$ cat config.mk
export PLATFORM = sky130hd
export DESIGN_NAME = iir_df1_biquad_axis
export DESIGN_NICKNAME = d
export VERILOG_FILES = /design/src/rtl/iir_df1_biquad_axis.sv
export SDC_FILE = /design/constraint.sdc
export NUM_CORES = 2
export LEC_CHECK = 0
export CAP_MARGIN = 20
export CORE_MARGIN = 2
export CORE_UTILIZATION = 50
export CTS_CLUSTER_DIAMETER = 200
export DETAILED_ROUTE_END_ITERATION = 8
export HOLD_SLACK_MARGIN = 0.02
export PLACE_DENSITY_LB_ADDON = 0.05
export SLEW_MARGIN = 20
export SYNTH_ARGS = -nofsm -noshare
export SYNTH_HDL_FRONTEND = slang
export SYNTH_SLANG_ARGS = --single-unit
$ cat constraint.sdc
create_clock -name clk -period 7.01 [get_ports clk]
set_input_delay 1.7525 -clock clk [delete_from_list [all_inputs] [get_ports clk]]
set_output_delay 1.7525 -clock clk [all_outputs]
set_load 0.02 [all_outputs]
$ cat src/rtl/iir_df1_biquad_axis.sv
// Direct Form I biquad, 3-edge pipeline (capture, multiply, sum/limit), one output per accepted sample.
// Define IIR_DF1_SATURATE_EN to saturate y[n]; otherwise y[n] wraps to inout_width bits.
module iir_df1_biquad_axis #(
  parameter int coeff_width  = 16,
  parameter int inout_width  = 16,
  parameter int a1_int_coeff = -31880,
  parameter int a2_int_coeff = 15531,
  parameter int bo_int_coeff = 167,
  parameter int b1_int_coeff = -302,
  parameter int b2_int_coeff = 167
) (
  input  logic                          clk,
  input  logic                          rst_n,
  input  logic                          s_axis_tvalid,
  input  logic signed [inout_width-1:0] s_axis_tdata,
  output logic signed [inout_width-1:0] m_axis_tdata,
  output logic                          m_axis_tvalid,
  output logic                          m_axis_tready
);

  localparam int F  = coeff_width - 2;
  localparam int PW = inout_width + coeff_width;
  localparam int AW = PW + 3;

  // Feedback coefficients are stored negated so every tap is a plain add.
  localparam logic signed [PW-1:0] C_B0  = PW'(bo_int_coeff);
  localparam logic signed [PW-1:0] C_B1  = PW'(b1_int_coeff);
  localparam logic signed [PW-1:0] C_B2  = PW'(b2_int_coeff);
  localparam logic signed [PW-1:0] C_NA1 = PW'(-a1_int_coeff);
  localparam logic signed [PW-1:0] C_NA2 = PW'(-a2_int_coeff);

  typedef enum logic [1:0] {ST_INIT, ST_IDLE, ST_PROD, ST_SUM} state_t;

  state_t r_state;
  state_t w_state_nxt;

  logic signed [inout_width-1:0] r_x0, r_x1, r_x2, r_y1, r_y2;
  logic signed [PW-1:0]          r_p0, r_p1, r_p2, r_p3, r_p4;
  logic signed [inout_width-1:0] r_tdata;
  logic                          r_tvalid;

  logic signed [AW-1:0]          w_acc;
  logic signed [AW-1:0]          w_shift;
  logic signed [inout_width-1:0] w_y;
  logic                          w_accept;

  assign w_accept      = (r_state == ST_IDLE) && s_axis_tvalid;
  assign m_axis_tready = (r_state == ST_IDLE);
  assign m_axis_tvalid = r_tvalid;
  assign m_axis_tdata  = r_tdata;

  always_ff @(posedge clk or negedge rst_n) begin
    if (!rst_n) r_state <= ST_INIT;
    else        r_state <= w_state_nxt;
  end

  always_comb begin
    w_state_nxt = r_state;
    case (r_state)
      ST_INIT: w_state_nxt = ST_IDLE;
      ST_IDLE: if (s_axis_tvalid) w_state_nxt = ST_PROD;
      ST_PROD: w_state_nxt = ST_SUM;
      ST_SUM:  w_state_nxt = ST_IDLE;
      default: w_state_nxt = ST_INIT;
    endcase
  end

  assign w_acc = AW'(r_p0) + AW'(r_p1) + AW'(r_p2) + AW'(r_p3) + AW'(r_p4);
  assign w_shift = w_acc >>> F;

`ifdef IIR_DF1_SATURATE_EN
  localparam logic signed [AW-1:0] SAT_MAX = {{(AW-inout_width+1){1'b0}}, {(inout_width-1){1'b1}}};
  localparam logic signed [AW-1:0] SAT_MIN = {{(AW-inout_width+1){1'b1}}, {(inout_width-1){1'b0}}};

  always_comb begin
    w_y = w_shift[inout_width-1:0];
    if (w_shift > SAT_MAX)      w_y = {1'b0, {(inout_width-1){1'b1}}};
    else if (w_shift < SAT_MIN) w_y = {1'b1, {(inout_width-1){1'b0}}};
  end
`else
  logic w_unused;
  assign w_unused = ^w_shift;

  always_comb begin
    w_y = w_shift[inout_width-1:0];
  end
`endif

  always_ff @(posedge clk or negedge rst_n) begin
    if (!rst_n) begin
      r_x0     <= '0;
      r_x1     <= '0;
      r_x2     <= '0;
      r_y1     <= '0;
      r_y2     <= '0;
      r_p0     <= '0;
      r_p1     <= '0;
      r_p2     <= '0;
      r_p3     <= '0;
      r_p4     <= '0;
      r_tdata  <= '0;
      r_tvalid <= 1'b0;
    end else begin
      r_tvalid <= 1'b0;
      if (w_accept) r_x0 <= s_axis_tdata;
      if (r_state == ST_PROD) begin
        r_p0 <= PW'(r_x0) * C_B0;
        r_p1 <= PW'(r_x1) * C_B1;
        r_p2 <= PW'(r_x2) * C_B2;
        r_p3 <= PW'(r_y1) * C_NA1;
        r_p4 <= PW'(r_y2) * C_NA2;
      end
      // History only advances once the result exists, so dropped samples never touch it.
      if (r_state == ST_SUM) begin
        r_tdata  <= w_y;
        r_tvalid <= 1'b1;
        r_x2     <= r_x1;
        r_x1     <= r_x0;
        r_y2     <= r_y1;
        r_y1     <= w_y;
      end
    end
  end

endmodule

clocks.png
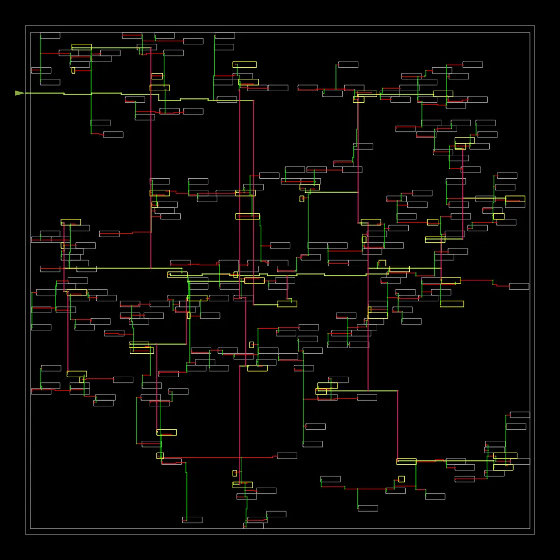
CTS buffer count: 29
Insertion Delay late pin: 0.60 ns

wires.png
Drawn at 1 px/um.
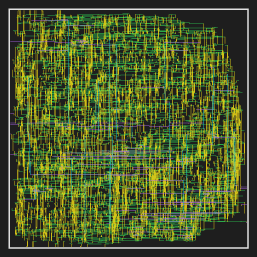
- green: metal 1 (wire length 28.7 mm)
- cyan: metal 4 (wire length 1360 um)
- yellow: metal 2 (wire length 29.0 mm)
- purple: metal 3 (wire length 2370 um)
Detailed Route WL: 61500 um
vias: 18100
GRT Total Usage: 0.233
Wirelength per Cell: 18.5 um

clk_routes.png
Drawn at 2 px/um.
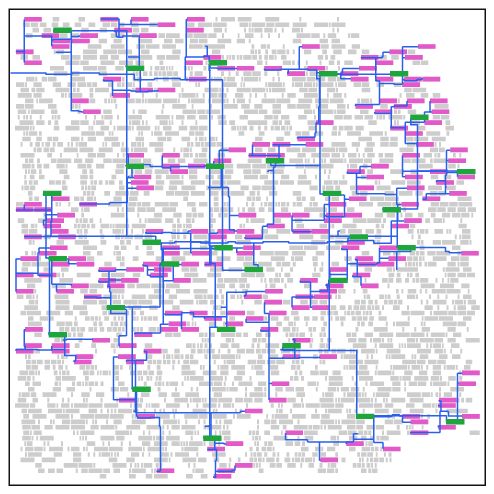
- green: clock drivers (count 29)
- blue: clock wires (length 3960 um)
- magenta: flip-flops (count 215)
- routed clock nets: 30
Layout Skew: 0.0391 ns

layer_met3.png
Drawn at 2 px/um.
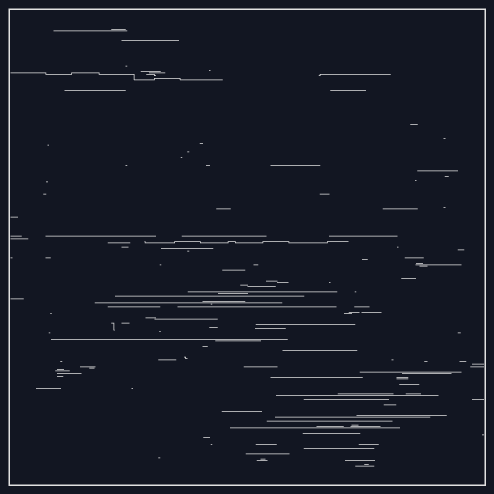
- main direction: horizontal
- share of all routed wire: 3.9%
- nets with wire on the layer: 92
- longest straight run: 118 um
- wire length on this layer: 2370 um
M3 GR Usage: 0.0312

-- cell usage after synthesis (43+ instances only) --
library cell  instances  area [um^2]
a21o_1               64          480
a21oi_1             106          531
clkbuf_1             43          161
dfrtp_1             215         5380
fa_1                354         7090
ha_1                458         5730
inv_1               504         1890
mux2_2              129         1450
nand2_1             102          383
nor2_1               75          282
o21ai_0              99          495
xnor2_1              85          744
-- cell families (layout without fill, tap and decap cells) --
| logic type | after synthesis | in the layout | share of synthesized area |
|---|---|---|---|
| adders and majority gates | 812 | 812 | 0.471 |
| muxes | 137 | 137 | 0.0564 |
| xor gates and xnor gates | 113 | 113 | 0.0364 |
| DFF | 215 | 215 | 0.198 |
| and+or+nand+nor | 329 | 329 | 0.0587 |
| AOI/OAI and AO/OA | 424 | 424 | 0.102 |
| buffers and inverters | 557 | 602 | 0.0769 |
-- final timing paths --
kind / startpoint / depth (start not counted) / endpoint / slack, ns
worst min register to register: r_p2[18]$_DFFE_PN0N_ / 2 / r_p2[18]$_DFFE_PN0N_ / 0.51
max in group asynchronous: rst_n / 2 / r_x1[3]$_DFFE_PN0P_ / 4.64
worst max-delay path: r_y2[13]$_DFFE_PN0P_ / 20 / r_p4[25]$_DFFE_PN0N_ / 1.09
worst max register to register: r_y2[13]$_DFFE_PN0P_ / 20 / r_p4[25]$_DFFE_PN0N_ / 1.09
min in group asynchronous: rst_n / 1 / r_y2[5]$_DFFE_PN0P_ / 1.21
worst min-delay path: r_p2[18]$_DFFE_PN0N_ / 2 / r_p2[18]$_DFFE_PN0N_ / 0.51
==> summary.txt <==
flow finished, numbers: Max Clk Rate=169 MHz, met1 Track Usage GR=0.330, YS chip area=roughly 27000 um^2, Ant. Diodes=0, CTS tree=done, top flop regs=r_p4: 30 flops, r_p3: 27 flops, met2 Use GR=0.383, Mapped Cells=2587, CTS Hold Bufs=0, fin crit period=5.92 ns, grt ovf=0, max reg flops=30, Cell Chain, Critical Path=inv_1, ha_1, inv_1, fa_1, inv_1, fa_1, inv_1, fa_1, fa_1, inv_1, fa_1, inv_1, ha_1, nand3_1, nor3_1, o2111ai_1, a31oi_1, nor2_1, xnor2_1, mux2_2, Setup CP Type=flip-flop to flip-flop, Netlist Area Pre-Place=between 20000 and 30000 um^2, ys cells=about 2600, final worst setup slack=1.09 ns, Slew HR=0.407, area delta synth->final=7.98%, gr busiest metal=met2, final setup fails=0, Top cell excl fill/tap=inv_1, outcome=finished, final reports clean, CTS H-Tree Depth=1, fillers=a little under 5000, Seq/total area=0.183, Critical Path Fanout Max=11, Well Taps=696, initial antenna violation count=1
